==> src/rtl/branch_unit.sv <==
// rtl/branch_unit.sv - EX-stage branch resolution, fetch PC register and flush sequencer
module branch_unit #(
  parameter logic [31:0] RESET_PC     = 32'h0000_0000,
  parameter logic [31:0] TRAP_VEC     = 32'h0000_0100,
  parameter int          FLUSH_CYCLES = 2
) (
  input  logic        clk,
  input  logic        rst,
  input  logic        stall,
  input  logic        ex_valid,
  input  logic [31:0] ex_pc,
  input  logic [31:0] ex_imm,
  input  logic [31:0] ex_rs1,
  input  logic        ex_is_branch,
  input  logic        ex_is_jal,
  input  logic        ex_is_jalr,
  input  logic [31:0] cmp_result,
  output logic [31:0] pc,
  output logic        flush,
  output logic        misalign,
  output logic [31:0] taken_count
);

  typedef enum logic {IDLE, FLUSH} state_t;

  localparam logic [2:0] FLUSH_INIT = 3'(FLUSH_CYCLES - 1);

  state_t      state, state_n;
  logic [2:0]  cnt, cnt_n;
  logic [31:0] pc_n, count_n;
  logic        flush_n, misalign_n;

  logic        taken;
  logic [31:0] base, sum, target, pc_plus4;
  logic        unused_cmp;

  // jalr wins the operand mux, so class priority jalr > jal > branch falls out here
  assign base       = ex_is_jalr ? ex_rs1 : ex_pc;
  assign sum        = base + ex_imm;
  assign target     = ex_is_jalr ? {sum[31:1], 1'b0} : sum;
  assign taken      = ex_valid & (ex_is_jalr | ex_is_jal | (ex_is_branch & cmp_result[0]));
  assign pc_plus4   = pc + 32'd4;
  assign unused_cmp = ^cmp_result[31:1];

  always_ff @(posedge clk or posedge rst) begin
    if (rst) begin
      state       <= IDLE;
      cnt         <= 3'd0;
      pc          <= RESET_PC;
      flush       <= 1'b0;
      misalign    <= 1'b0;
      taken_count <= 32'd0;
    end else begin
      state       <= state_n;
      cnt         <= cnt_n;
      pc          <= pc_n;
      flush       <= flush_n;
      misalign    <= misalign_n;
      taken_count <= count_n;
    end
  end

  always_comb begin
    state_n    = state;
    cnt_n      = cnt;
    pc_n       = stall ? pc : pc_plus4;
    flush_n    = 1'b0;
    misalign_n = 1'b0;
    count_n    = taken_count;
    case (state)
      IDLE: begin
        if (taken) begin
          state_n = FLUSH;
          cnt_n   = FLUSH_INIT;
          flush_n = 1'b1;
          if (target[1]) begin
            pc_n       = TRAP_VEC;
            misalign_n = 1'b1;
          end else begin
            pc_n    = target;
            count_n = taken_count + 32'd1;
          end
        end
      end
      FLUSH: begin
        // wrong-path ex_* inputs are deliberately not looked at in this state
        if (cnt == 3'd0) begin
          state_n = IDLE;
          flush_n = 1'b0;
        end else begin
          cnt_n   = cnt - 3'd1;
          flush_n = 1'b1;
        end
      end
      default: begin
        state_n = IDLE;
        cnt_n   = 3'd0;
      end
    endcase
  end

endmodule

==> config.mk <==
export PLATFORM = sky130hd
export DESIGN_NAME = branch_unit
export DESIGN_NICKNAME = d
export VERILOG_FILES = /design/src/rtl/branch_unit.sv
export SDC_FILE = /design/constraint.sdc
export NUM_CORES = 1
export LEC_CHECK = 0
export CAP_MARGIN = 30
export CORE_UTILIZATION = 46
export CTS_CLUSTER_DIAMETER = 80
export DETAILED_ROUTE_END_ITERATION = 8
export PLACE_DENSITY = 0.85
export SLEW_MARGIN = 30
export SYNTH_ARGS = -nofsm -noshare
export SYNTH_HDL_FRONTEND = slang
export SYNTH_SLANG_ARGS = --single-unit
==> constraint.sdc <==
create_clock -name clk -period 2.3 [get_ports clk]
set_input_delay 0.345 -clock clk [delete_from_list [all_inputs] [get_ports clk]]
set_output_delay 0.345 -clock clk [all_outputs]
set_load 0.02 [all_outputs]
Figure 1. Floorplan with the power grid (run 1).
Pins as bars on the die edge. Tap cells in gray.
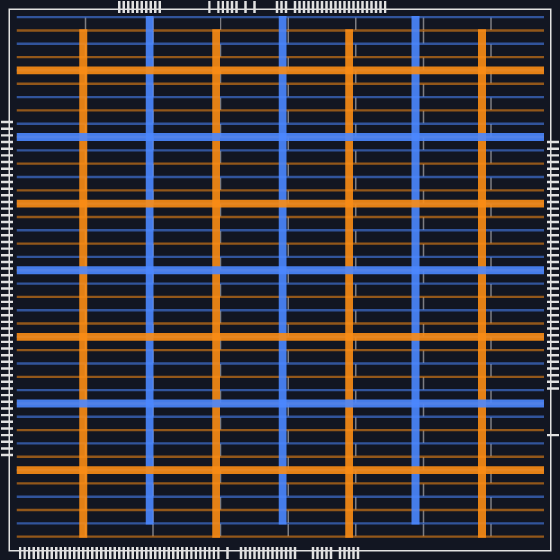
net	color
VDD	blue
VSS	orange
tap cells	143
met1 rails	40
rows	39
met5 straps	7
signal pins	201
Die H: 110.3 um
Die Wd: 110.3 um
Max IR drop VDD: 0.5885 mV
Core Region: 11420 um^2

Figure 2. Cells colored by class (run 1).
Bar = 20 um. Fill, decap, tap and diode cells in gray.
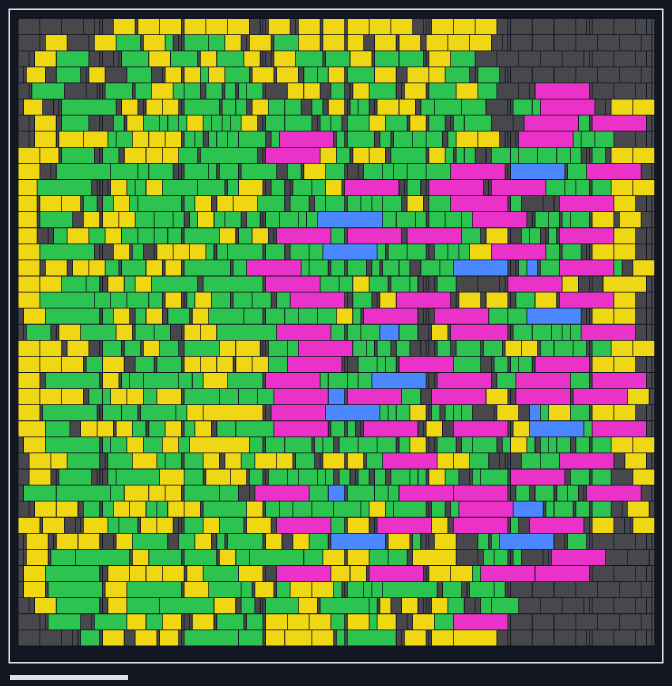
class	color	cells
combinational and other logic	green	493
sequential cells	magenta	68
remaining buffers and delay cells	yellow	315
clock drivers and dummy loads	blue	16

Figure 3. Clock wires, drivers and flops (run 1).
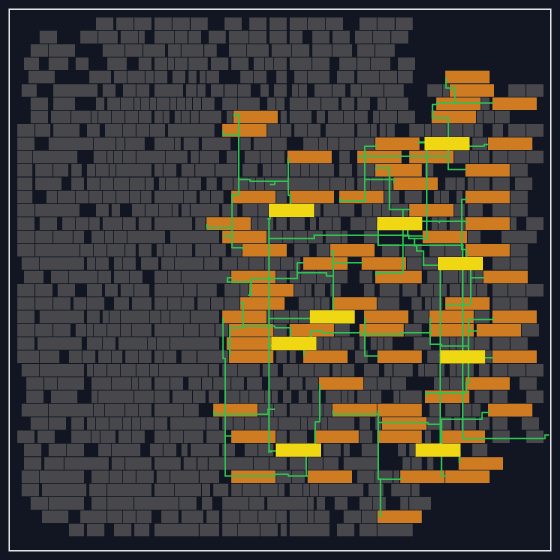
[clock wires] green | length: 839 um
[clock drivers] yellow | count: 9
[flip-flops] orange | count: 68
routed clock nets	10
clk pwr: 1380 uW
Worst-Skew Late Latency: 0.33 ns

Figure 4. Met2 routing (run 1).
Bar = 20 um.
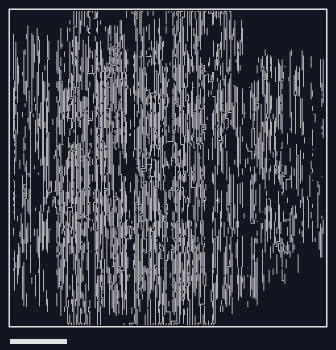
longest straight run	45.6 um
nets with wire on the layer	963
share of all routed wire	51%
DR vias: 6140
GR Layer Usage met2: 0.5825
WL final: 19.93 mm

==> metrics.yaml, run 1 <==
status: "complete, but fails checks"
violations: "setup timing"
p_leak_uw: 0.004053
max_slew_margin: 0.6476
ys_chip_area_um2: 5391
timing.fmax_ghz: 0.3595
first_pass_iters: 5
worst-r2r-setup-slack_ns: 0.15
skew_ns: 0.006755
placed_area_um2: 8240
top_cell_area_share: 0.3156
cts_setup_buffers: 24
ff_type: "dfrtp_1"
num_rows: 39
hold_buffers: 0
critPathTopFamily: "simple AND/OR/NAND/NOR gates"
critPathMaxFanout: 5
crit_arrival_ns: 2.98
grtUsageMet1: 0.3729
post-route-period-util: 1.210
setup_slack_ns: -0.4820
setup_viol: 23
synth_area_per_cell_um2: 9.154
synthesis.area_um2: 5391
timing.rr.start: "taken_count[15]"
initCoreUtil: 0.4722
grt_pass1_vias: 6303
ant_nets: 0
-- run 1: sequential cells by signal (all words and copies together), names as in the netlist --
register     cells
taken_count     32
pc              31
cnt              3
misalign         1
state            1
-- run 1: how the worst max path moves through the flow --
stage                from  endpoint  slack (ns)  cells past startpoint
5_1_grt        ex_is_jalr    pc[31]       -0.53                     13
4_1_cts         ex_pc[14]    pc[27]       -0.44                     11
3_3_place_gp     ex_pc[0]    pc[30]       -0.95                     13
3_5_place_dp     ex_pc[0]    pc[30]       -1.06                     13
6_report       ex_is_jalr    pc[31]       -0.48                     13
2_1_floorplan  ex_is_jalr    pc[31]       -0.52                     13
-- run 1: where the power goes --
part,total [uW],switching (uW),internal [uW]
clock network,1380,518,866
logic,3430,1670,1750
registers,1910,414,1490
total,6720,2610,4110
-- run 1: layout make-up --
class | count | area (um^2)
Fill cell | 628 | 2091
Clock buffer | 10 | 239.0
Inverter | 11 | 41.29
Tap cell | 143 | 178.9
Timing Repair Buffer | 315 | 2895
Sequential cell | 68 | 1704
Clock inverter | 6 | 63.81
Multi-Input combinational cell | 482 | 4205
-- run 1: cell families (layout without fill, tap and decap cells) --
family / count (synthesis) / in the layout / synth area share
AND/OR/NAND/NOR: 188 / 188 / 0.1836
AND-OR/OR-AND: 134 / 134 / 0.1650
XOR/XNOR: 88 / 88 / 0.1430
flip-flops: 68 / 68 / 0.3156
buffers and inverters: 39 / 342 / 0.03504
adder cells (fa/ha/maj): 36 / 36 / 0.08494
multiplexers: 35 / 35 / 0.07217
other: 1 / 1 / 0.0006955
-- run 1: stage by stage --
stage	total power (uW)	cells	hold slack [ns]
2_1_floorplan	3409	589	0.4688
3_3_place_gp	4730	991	0.4532
3_5_place_dp	4856	991	0.4730
4_1_cts	6522	1032	0.4366
5_1_grt	7000	1035	0.4516
6_report	6720	1035	0.4243
## Run 2: what changed since run 1
MAX_ROUTING_LAYER = met4   (was unset)
==> metrics.yaml, run 2 <==
status: "complete, but fails checks"
violations: "setup timing"
ff_type: "dfrtp_1"
ant_nets: 0  # unchanged
endpoint: "pc[27]"
coreArea_um2: 11420  # unchanged
use_met2: 0.5288  # -0.05368
setup_viol: 25  # +8.7%
grt_pass1_vias: 5874  # -6.8%
placed_area_um2: 8233  # about the same
final-comb-area_um2: 4139  # -1.6%
timing.fmax_ghz: 0.3428  # -4.6%
largest_reg_flops: 32  # unchanged
hold_buffers: 0  # unchanged
timing.rr.start: "pc[18]"
fillers: 664  # +5.7%
post-route-period-util: 1.268  # +0.05867
setup_slack_ns: -0.6169  # -0.1349 ns
synth_area_per_cell_um2: 9.154  # unchanged
dpl.cell_count: 990  # -0.10%
first_pass_iters: 5  # unchanged
skew_ns: 0.007161  # +0.0004058 ns
ys_chip_area_um2: 5391  # unchanged
synthesis.area_um2: 5391  # unchanged
top_cell_area_share: 0.3156  # unchanged
==> run 2: cells by family after synthesis <==
group / share of synthesized area
AOI/OAI and AO/OA: 0.1650
xor gates and xnor gates: 0.1430
adders and majority gates: 0.08494
buffers and inverters: 0.03504
DFF: 0.3156
muxes: 0.07217
other: 0.0006955
and+or+nand+nor: 0.1836
==> run 2: worst min path at each step <==
stage,from,end,cells after the start
2_1_floorplan,cnt[1],cnt[1],2
3_3_place_gp,pc[0],pc[0],2
3_5_place_dp,pc[0],pc[0],2
4_1_cts,rst,taken_count[30],3
5_1_grt,rst,taken_count[30],3
6_report,rst,taken_count[19],3
==> run 2: where the power goes <==
part | switching, uW | internal [uW] | total [uW]
Combinational | 1630 | 1740 | 3370
Sequential | 397 | 1490 | 1890
Clock | 529 | 942 | 1470
==> run 2: cell type report <==
| cell class | instances | share of cell area |
|---|---|---|
| Inverter | 11 | 0.004441 |
| Clock inverter | 6 | 0.009690 |
| Sequential cell | 68 | 0.1832 |
| Multi-Input combinational cell | 482 | 0.4452 |
| Timing Repair Buffer | 314 | 0.3140 |
| Tap cell | 143 | 0.01925 |
| Clock buffer | 9 | 0.02423 |
==> run 2: critical path: stages <==
cell      delay (ns)
buf_12          0.13
buf_12          0.14
buf_4           0.13
mux2_4          0.30
ha_4            0.27
nand4_1         0.17
or4_4           0.55
a211oi_4        0.27
or4_4           0.20
and3b_4         0.24
nor3_2          0.05
xor2_1          0.17
o22ai_1         0.19
==> run 2: per-stage QoR <==
step                setup TNS [ns]  utilization  hold WS [ns]
floorplan                   -7.860            -        0.4688
finish                      -9.154       0.8142        0.4013
global placement            -23.48       0.7210        0.4518
CTS                         -6.683       0.7883        0.4322
detailed placement          -26.13       0.7210        0.4553
global route                -10.96       0.8142        0.4801
Figure 5. Cells colored by class (run 2).
Bar = 20 um. Fill, decap, tap and diode cells in gray.
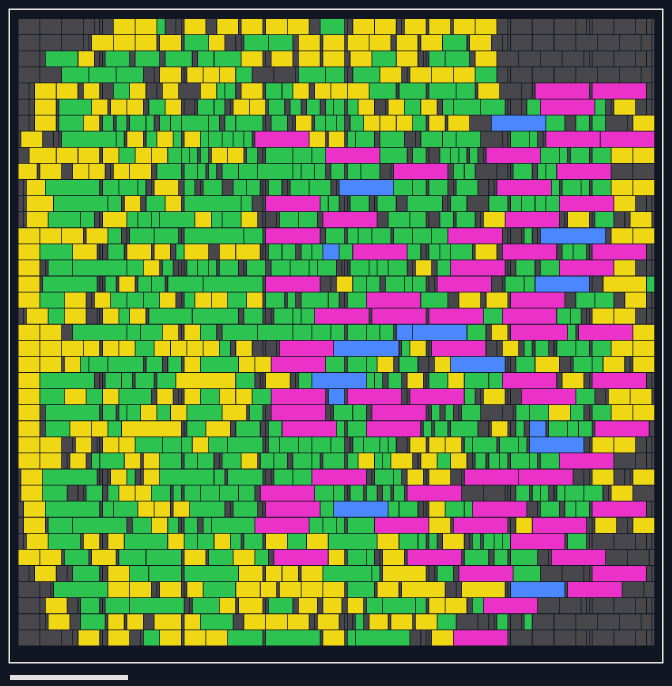
class	color	cells
sequential cells	magenta	68
remaining buffers and delay cells	yellow	314
clock drivers and dummy loads	blue	15
combinational and other logic	green	493

## Run 3: what changed since run 2
--- a/config.mk
+++ b/config.mk
@@ -8,3 +8,3 @@
 export CAP_MARGIN = 30
-export CORE_UTILIZATION = 46
+export CORE_UTILIZATION = 41
 export CTS_CLUSTER_DIAMETER = 80
@@ -12,3 +12,4 @@
 export MAX_ROUTING_LAYER = met4
-export PLACE_DENSITY = 0.85
+export PLACE_DENSITY = 0.8
+export RECOVER_POWER = 50
 export SLEW_MARGIN = 30
==> constraint.sdc (replaced) <==
create_clock -name clk -period 2.5 [get_ports clk]
set_input_delay 0.375 -clock clk [delete_from_list [all_inputs] [get_ports clk]]
set_output_delay 0.375 -clock clk [all_outputs]
set_load 0.05 [all_outputs]
==> metrics.yaml, run 3 <==
reg2reg_depth: 8
crit_chain: "buf_12, bufbuf_16, mux2_4, ha_4, nand2_4, or4_4, a211oi_4, or4_4, and3b_4, nor3_2, xor2_1, o22ai_1"
timing.fmax_ghz: 0.3607
grt_pass1_vias: 5961  # +1.5%
final.min_clock_period_ns: 2.772
min-delay-start: "ex_is_jalr"
ys_sh_xor: 0.1430  # unchanged
synthAdderAreaFrac: 0.08494  # unchanged
compound_area_frac: 0.1650  # unchanged
dpl.cell_count: 1010  # +2.0%
cts.clk_slew.worst_paths_ns: 0.06
ys_sh_simple: 0.1836  # unchanged
largest_reg_flops: 32  # unchanged
synth-edff-count: 0
setup_slack_ns: -0.2724  # +0.3445 ns
setup_viol: 17  # -32%
whs_path_depth: 4
drv_slew: 69
violations: "capacitance limit, slew limit, setup timing"
top_cell_area_share: 0.3156  # unchanged
timing.rr.start: "taken_count[13]"
ant_nets: 0  # unchanged
skew_ns: 0.008442  # +0.001281 ns
critical-path-max-stage-delay_ns: 0.56  # about the same
critPathTopFamily: "simple AND/OR/NAND/NOR gates"
status: "complete, but fails checks"
synth_area_per_cell_um2: 9.154  # unchanged
ff_type: "dfrtp_1"
yosys_cells: 589
dp_slack_ns: -0.7872
post-route-period-util: 1.109
placed_area_um2: 8253  # +0.24%
first_pass_iters: 5  # unchanged
hold_path_end: "pc[0]"
fin_tns_setup_ns: -1.996  # +7.157 ns
ctsHtreeMaxLevel: 3
ys_chip_area_um2: 5391  # unchanged
drv_cap: 1
crit_path_frequent_cell: "or4_4"
diodes: 0
crit_buf_inv: 2  # -1
synthMuxAreaShare: 0.07217  # unchanged
top_logic_kind: "simple AND/OR/NAND/NOR gates"
synthesis.area_um2: 5391  # unchanged
cp_slowest_cell: "or4_4"
top_level_ports: 201
hold_buffers: 0  # unchanged
## run 3: per-layer routing
metal,track usage,vias up,part of all wire
li1,-,2696,-
met5,-,-,0
met4,0.1038,0,0.023
met1,0.3355,2776,0.41
met2,0.4852,263,0.51
met3,0.03217,45,0.057
## run 3: cell type report
class                   count  area, um^2  share of cell area
clock buffers              10       229.0             0.02463
flip-flops and latches     68        1702              0.1831
clock inverters             6       88.84            0.009557
inverters                  11       43.79            0.004711
repair buffers            298        2785              0.2996
multi-input cells         482        4232              0.4552
well taps                 172       215.2             0.02315
## run 3: worst max path at each step
| stage | slack (ns) | start | endpoint | cells past startpoint |
|---|---|---|---|---|
| 6_report | -0.27 | ex_is_jalr | pc[27] | 12 |
| 3_5_place_dp | -0.79 | ex_pc[0] | pc[30] | 13 |
| 4_1_cts | -0.28 | ex_is_jalr | pc[31] | 12 |
| 3_3_place_gp | -0.74 | ex_pc[0] | pc[30] | 13 |
| 5_1_grt | -0.31 | ex_is_jalr | pc[27] | 12 |
| 2_1_floorplan | -0.35 | ex_is_jalr | pc[31] | 13 |
## run 3: logic make-up after synthesis
| family | Yosys count |
|---|---|
| adders and majority gates | 36 |
| other | 1 |
| DFF | 68 |
| AOI/OAI and AO/OA | 134 |
| xor gates and xnor gates | 88 |
| muxes | 35 |
| buffers and inverters | 39 |
| and+or+nand+nor | 188 |
## run 3: metrics by stage
stage               utilization  total power (uW)
finish                   0.7306              6674
CTS                      0.7091              6512
floorplan                     -              3699
global placement         0.6487              4898
global route             0.7306              6948
detailed placement       0.6487              4990
## run 3: power breakdown
group          internal (uW)  total, uW  switching [uW]
clock network            872       1340             471
logic                   1530       3570            2030
registers               1370       1760             389
## run 3: tightest hold or removal path: stages
cell      delay [ns]
buf_12          0.12
buf_4           0.12
nand4b_1        0.09
nand2_1         0.05
Figure 6. Cells colored by class (run 3).
Bar = 20 um. Fill, decap, tap and diode cells in gray.
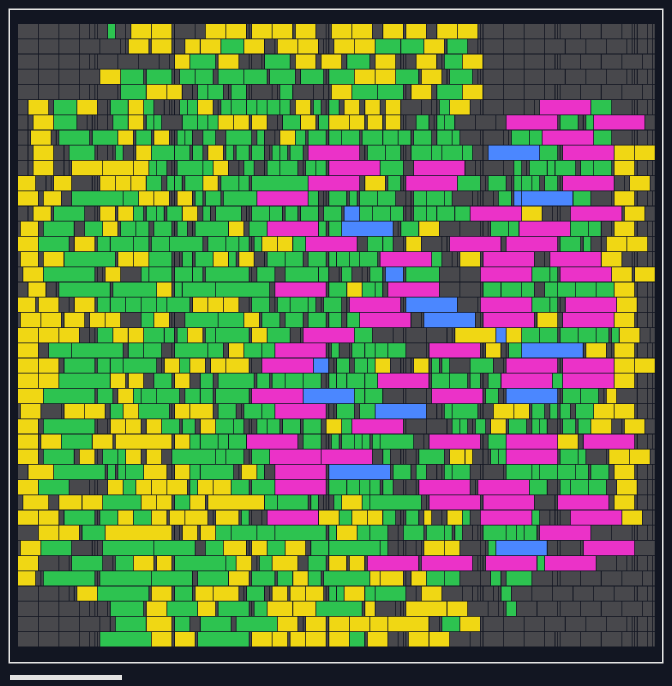
class	color	cells
remaining buffers and delay cells	yellow	298
clock drivers and dummy loads	blue	16
combinational and other logic	green	493
sequential cells	magenta	68
Core Region: 12720 um^2
fin util: 0.7306
Post-Layout Inst Area: 9295 um^2

Power figures rest on the tool's default switching activity, not on a simulated workload.
